**Met4 routing**

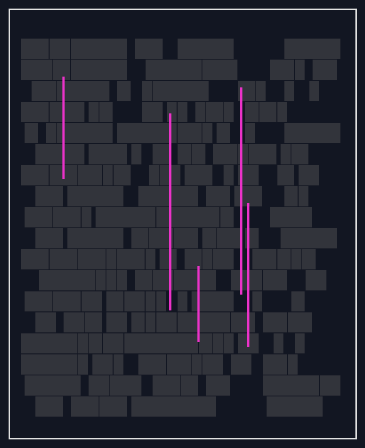
**Clock routing**

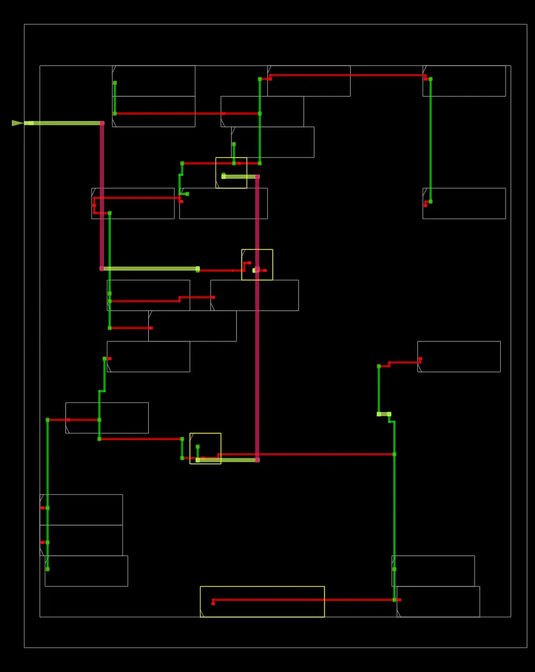
**Wire density map**

The die is cut into 9 by 11 equal tiles; dark blue is low, red is high, scaled to the fullest tile. Values are wire area over tile area, all layers added.
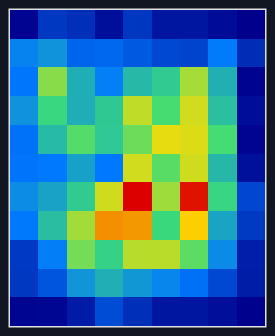
**Clock wires, drivers and flops**

Bar = 10 um.
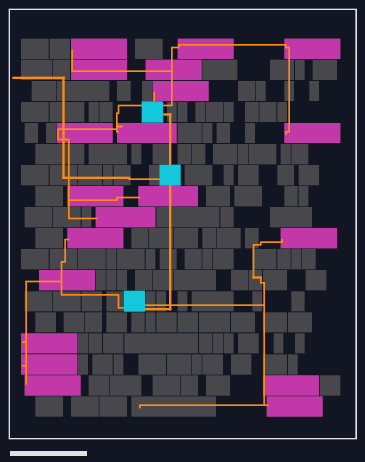
**Placed cells, one colour a class**

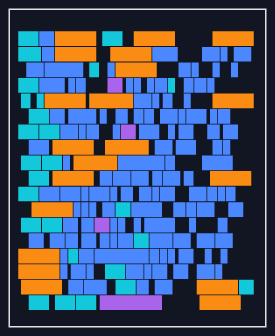
<file path="config.mk">
export PLATFORM = sky130hd
export DESIGN_NAME = freq_divider_ctrl
export DESIGN_NICKNAME = d
export VERILOG_FILES = /design/src/rtl/freq_divider_ctrl.sv
export SDC_FILE = /design/constraint.sdc
export NUM_CORES = 1
export LEC_CHECK = 0
export ABC_CLOCK_PERIOD_IN_PS = 3250
export CORE_ASPECT_RATIO = 1.25
export CORE_UTILIZATION = 55
export CTS_BUF_LIST = sky130_fd_sc_hd__clkbuf_4 sky130_fd_sc_hd__clkbuf_8
export CTS_CLUSTER_SIZE = 30
export DETAILED_ROUTE_END_ITERATION = 8
export GPL_TIMING_DRIVEN = 0
export PLACE_DENSITY = 0.82
export SLEW_MARGIN = 5
export SYNTH_ARGS = -nofsm -noshare
export SYNTH_HDL_FRONTEND = slang
export SYNTH_SLANG_ARGS = --single-unit
</file>
<file path="constraint.sdc">
create_clock -name inClk -period 3.25 [get_ports inClk]
set_clock_uncertainty 0.2 [all_clocks]
set_input_delay 0.8125 -clock inClk [delete_from_list [all_inputs] [get_ports inClk]]
set_output_delay 0.8125 -clock inClk [all_outputs]
set_load 0.03 [all_outputs]
</file>
<file path="src/rtl/freq_divider_ctrl.sv">
// Run/stop and divide-ratio controller: owns the divide counter, arbitrates two
// ratio requesters round-robin, and applies new codes only at output-period ends.
module freq_divider_ctrl #(
  parameter int unsigned CNT_W = 8,
  parameter int unsigned DIV_W = 3
) (
  input  logic             inClk,
  input  logic             reset,
  input  logic             run,
  input  logic             reqA,
  input  logic [DIV_W-1:0] divA,
  output logic             ackA,
  input  logic             reqB,
  input  logic [DIV_W-1:0] divB,
  output logic             ackB,
  output logic             outClk,
  output logic             outPulse,
  output logic [DIV_W-1:0] curDiv,
  output logic             busy,
  output logic             switchDone
);

  typedef enum logic {ST_STOP = 1'b0, ST_RUN = 1'b1} state_t;

  localparam logic RR_A = 1'b0;
  localparam logic RR_B = 1'b1;

  state_t             r_state, w_state_nxt;
  logic [CNT_W-1:0]   r_cnt, w_cnt_nxt;
  logic [DIV_W-1:0]   r_cur_div, w_cur_div_nxt;
  logic [DIV_W-1:0]   r_pend_div, w_pend_div_nxt;
  logic               r_busy, w_busy_nxt;
  logic               r_rr_ptr, w_rr_ptr_nxt;
  logic               r_out_clk, w_out_clk_nxt;
  logic               r_out_pulse, w_out_pulse_nxt;
  logic               r_switch_done, w_switch_done_nxt;
  logic               w_ack_a, w_ack_b;
  logic [CNT_W-1:0]   w_mask;
  logic               w_term;

  // Low curDiv+1 bits of the counter all ones marks the last cycle of a period.
  assign w_mask = CNT_W'((32'd1 << (32'(r_cur_div) + 32'd1)) - 32'd1);
  assign w_term = ((r_cnt & w_mask) == w_mask);

  always_comb begin
    w_state_nxt       = r_state;
    w_cnt_nxt         = r_cnt;
    w_cur_div_nxt     = r_cur_div;
    w_pend_div_nxt    = r_pend_div;
    w_busy_nxt        = r_busy;
    w_rr_ptr_nxt      = r_rr_ptr;
    w_out_pulse_nxt   = 1'b0;
    w_switch_done_nxt = 1'b0;
    w_ack_a           = 1'b0;
    w_ack_b           = 1'b0;

    case (r_state)
      ST_STOP: begin
        w_cnt_nxt = '0;
        if (r_busy) begin
          w_cur_div_nxt     = r_pend_div;
          w_busy_nxt        = 1'b0;
          w_switch_done_nxt = 1'b1;
        end
        if (run) begin
          w_state_nxt     = ST_RUN;
          w_out_pulse_nxt = 1'b1;
        end
      end
      ST_RUN: begin
        w_cnt_nxt = r_cnt + CNT_W'(1);
        if (w_term) begin
          if (r_busy) begin
            w_cnt_nxt         = '0;
            w_cur_div_nxt     = r_pend_div;
            w_busy_nxt        = 1'b0;
            w_switch_done_nxt = 1'b1;
          end
          if (!run) begin
            w_state_nxt = ST_STOP;
            w_cnt_nxt   = '0;
          end else begin
            w_out_pulse_nxt = 1'b1;
          end
        end
      end
      default: w_state_nxt = ST_STOP;
    endcase

    // Capture is disjoint from apply: it needs busy low, apply needs busy high.
    if (!reset && !r_busy) begin
      if (reqA && (!reqB || r_rr_ptr == RR_A)) begin
        w_ack_a        = 1'b1;
        w_pend_div_nxt = divA;
        w_busy_nxt     = 1'b1;
        w_rr_ptr_nxt   = RR_B;
      end else if (reqB) begin
        w_ack_b        = 1'b1;
        w_pend_div_nxt = divB;
        w_busy_nxt     = 1'b1;
        w_rr_ptr_nxt   = RR_A;
      end
    end

    w_out_clk_nxt = w_cnt_nxt[w_cur_div_nxt];
  end

  always_ff @(posedge inClk) begin
    if (reset) begin
      r_state       <= ST_STOP;
      r_cnt         <= '0;
      r_cur_div     <= '0;
      r_pend_div    <= '0;
      r_busy        <= 1'b0;
      r_rr_ptr      <= RR_A;
      r_out_clk     <= 1'b0;
      r_out_pulse   <= 1'b0;
      r_switch_done <= 1'b0;
    end else begin
      r_state       <= w_state_nxt;
      r_cnt         <= w_cnt_nxt;
      r_cur_div     <= w_cur_div_nxt;
      r_pend_div    <= w_pend_div_nxt;
      r_busy        <= w_busy_nxt;
      r_rr_ptr      <= w_rr_ptr_nxt;
      r_out_clk     <= w_out_clk_nxt;
      r_out_pulse   <= w_out_pulse_nxt;
      r_switch_done <= w_switch_done_nxt;
    end
  end

  assign ackA       = w_ack_a;
  assign ackB       = w_ack_b;
  assign outClk     = r_out_clk;
  assign outPulse   = r_out_pulse;
  assign curDiv     = r_cur_div;
  assign busy       = r_busy;
  assign switchDone = r_switch_done;

endmodule

</file>
==> results.md <==
| Stage | Item | Value |
| --- | --- | --- |
| synthesis | Leading area contributor after synthesis | sky130_fd_sc_hd__dfxtp_1 |
| synthesis | Synthesized netlist cell count | 151 |
| floorplan | Width of the die | 44.7 um |
| finish | Dominant logic cell types in the final layout | sky130_fd_sc_hd__nor2_1 (21), sky130_fd_sc_hd__dfxtp_1 (17), sky130_fd_sc_hd__clkdlybuf4s50_1 (17) |
| placed design | DP Wirelength | 2310 um |
| synthesis | Adder-Cell Fraction of Synth Area | 2.00% |
| timing | Final critical path time including I/O delays and setup | 3130 ps |
| routing | Starting DRC count in detailed routing | 31 |
| finish | Non-clock buffering overhead in the final layout | 14.3% |
| finish | Final #Nets | 189 |
| worst hold path | Worst Hold Launch | r_cnt[0] |
| setup path | Kind of cell with the highest combined delay on the critical path | buffers and inverters |
| global route | Met3 usage | 2.94% |
| synthesis | Unique cell types | 52 |
| setup path | Delay contributed by the slowest stage of the critical path | 500 ps |
| timing | Setup TNS | 0 ps |
| routing | Amount of wire on met2 after detailed routing | 1620 um |
| synthesis | Multiplexer share of the synthesized area | 7.89% |
| routing | Routed metal-1 wirelength | 1250 um |
| floorplan | Fp_density | 61.1% |
| power and ir drop | Power per cell area | 393 nW/um^2 |
| synthesis | Number of enable-type register cells in the synthesized netlist | 0 |
| clock tree | Clock transition at path regs | 120 ps |
| synthesis | Library cell with the highest instance count after synthesis | sky130_fd_sc_hd__nor2_1 |
| power and ir drop | Net switching power figure | 173 uW |
| power and ir drop | Comb power | 142 uW |
| placed design | Cell count after placement | 200 |
| finish | Most instantiated logic cell after routing | sky130_fd_sc_hd__nor2_1 |
| finish | Inserted Diodes | 0 |
| finish | Top reg by flops | r_cnt |
| setup path | Crit path cell chain | clkdlybuf4s50_1 -> a21boi_4 -> nor3b_2 -> clkdlybuf4s15_2 |
| clock tree | Number of buffers on the longest clock path | 2 |
| finish | Non-Filler Cell Area, Final | 1580 um^2 |
| synthesis | Mapped cell area | 1250 um^2 |
| finish | Area added between synthesis and finish | 26.1% |
| clock tree | Cts-stage hold buffer count | 0 |
| floorplan | Floorplan die area | 2470 um^2 |
| power and ir drop | Biggest power consumer among the groups | registers |
| outcome | Run status | finished clean |
| finish | Non-filler instance count after layout | 205 |
| routing | Met3 WL post-DR | 151 um |
| power and ir drop | Post-layout total power | 621 uW |
| synthesis | Warning count from the yosys run | 0 |
| setup path | R2r setup slk | 140 ps |
| global route | Met2 track utilization from global routing | 47.5% |
| clock tree | Setup fix buffers added after clock tree synthesis | 1 |
| global route | Met1 Track Usage GR | 33.5% |
| clock tree | Total clock buffers created by CTS | 3 |
| job | Count of warning messages emitted by the tools | 27 |
| synthesis | Top cell area share | 32.0% |
| clock tree | Max H-tree Level | 1 |
| finish | Multi-input logic portion of the cell area | 53.2% |
| setup path | Reg2Reg Launch Point | curDiv[0] |
| timing | Fmax | 319 MHz |
| finish | Multi-input gate area in the final layout | 840 um^2 |
| synthesis | Share of synthesized cell area in and-or and or-and compound cells | 23.7% |
| setup path | Critical path arrival | 2120 ps |
| finish | Buffer count excluding the clock tree in the final layout | 26 |
| timing | Normalized max-slew margin | 52.4% |
| global route | Number of antenna violations at the first check in global routing | 0 |
| routing | Iteration count of the initial detailed-routing pass | 4 |
| global route | Global-route wire length before repair | 5260 um |
| synthesis | Dominant flop cell | sky130_fd_sc_hd__dfxtp_1 |
| floorplan | Chip Height | 55.4 um |
| synthesis | Post-synthesis cell count from yosys | 151 |
| synthesis | Leading post-synthesis cells by cell area | sky130_fd_sc_hd__dfxtp_1 (32%), sky130_fd_sc_hd__nor2_1 (6.3%), sky130_fd_sc_hd__mux2i_1 (5.6%), sky130_fd_sc_hd__nand2_1 (4.2%), sky130_fd_sc_hd__xor2_1 (3.5%) |
| setup path | Crit Path Category | primary input to primary output |
| power and ir drop | Relative contribution of combinational cells to total power | 22.9% |
| setup path | Highest-delay cell along the critical path | sky130_fd_sc_hd__clkdlybuf4s50_1 |
| placed design | Worst-case setup slack after placement | -497 ps |
| synthesis | Sequential share of the synthesized area | 32.0% |
| setup path | Endpoint of the worst setup timing path | ackA |
| finish | Inverter count of the layout excluding clock inverters | 5 |
| floorplan | Total number of tap cells | 30 |
| global route | Busiest grt layer | met2 |
| global route | Vias in the first global route | 1,187 |
| timing | Worst Setup Slack, final | 120 ps |
| timing | Minimum hold slack | 321 ps |
| timing | Total count of hold-check failures in the final report | 0 |
| timing | Number of slew-limit violations in the final report | 0 |
| power and ir drop | Internal power summed over all cells | 448 uW |
| routing | Highest routing layer actually used | met4 |
| setup path | Depth of the worst register-to-register path | 12 |
| placed design | Input/output buffers | 19 |
| routing | Detailed-route DRC error count | 0 |
| power and ir drop | Power in sequential cells | 269 uW |
| timing | Fin crit share | 96.3% |
| finish | Filler cell count | 145 |
| power and ir drop | Proportion of power drawn by flip-flops and latches | 43.3% |
| clock tree | Post-cts resize count | 13 |
-- 'met4 routing' (at the start) --
nets with wire on the layer	5
share of all routed wire	3.0%
wire length reported by the detailed router: 3110 um
detailed-route via count: 1,256

-- 'clock routing' (at the start) --
Clock Power: 210 uW
Flop Count: 20
source-to-sink clock delay at the later pin of the worst-skew pair: 310 ps
clock sink count: 20
total of clock buffers placed in the layout: 3

-- 'wire density map' (at the start) --
fullest tile	0.61
tiles over half the peak	25%
densest ninth of the die	middle
GRT Total Usage: 27.7%
per-cell routed wire length: 15.2 um

-- 'clock wires, drivers and flops' (at the start) --
[flip-flops] magenta | count: 20
[cells driving clock nets] cyan | count: 3
[clock wires] orange | length: 266 um
routed clock nets	4
fraction of power consumed by the clock network: 33.8%

-- 'placed cells, one colour a class' (at the start) --
class	colour	cells	share of their area
all other logic	blue	125	56%
other buffers and delay cells	cyan	26	15%
flip-flops	orange	20	26%
clock drivers and dummy loads	purple	4	3.4%
area inside the core boundary: 2050 um^2
share of the core filled with cells: 77.0%
flip-flop and latch share of the layout cell area: 25.6%
number of cell rows: 18

Power is estimated from default activity; no workload was simulated.
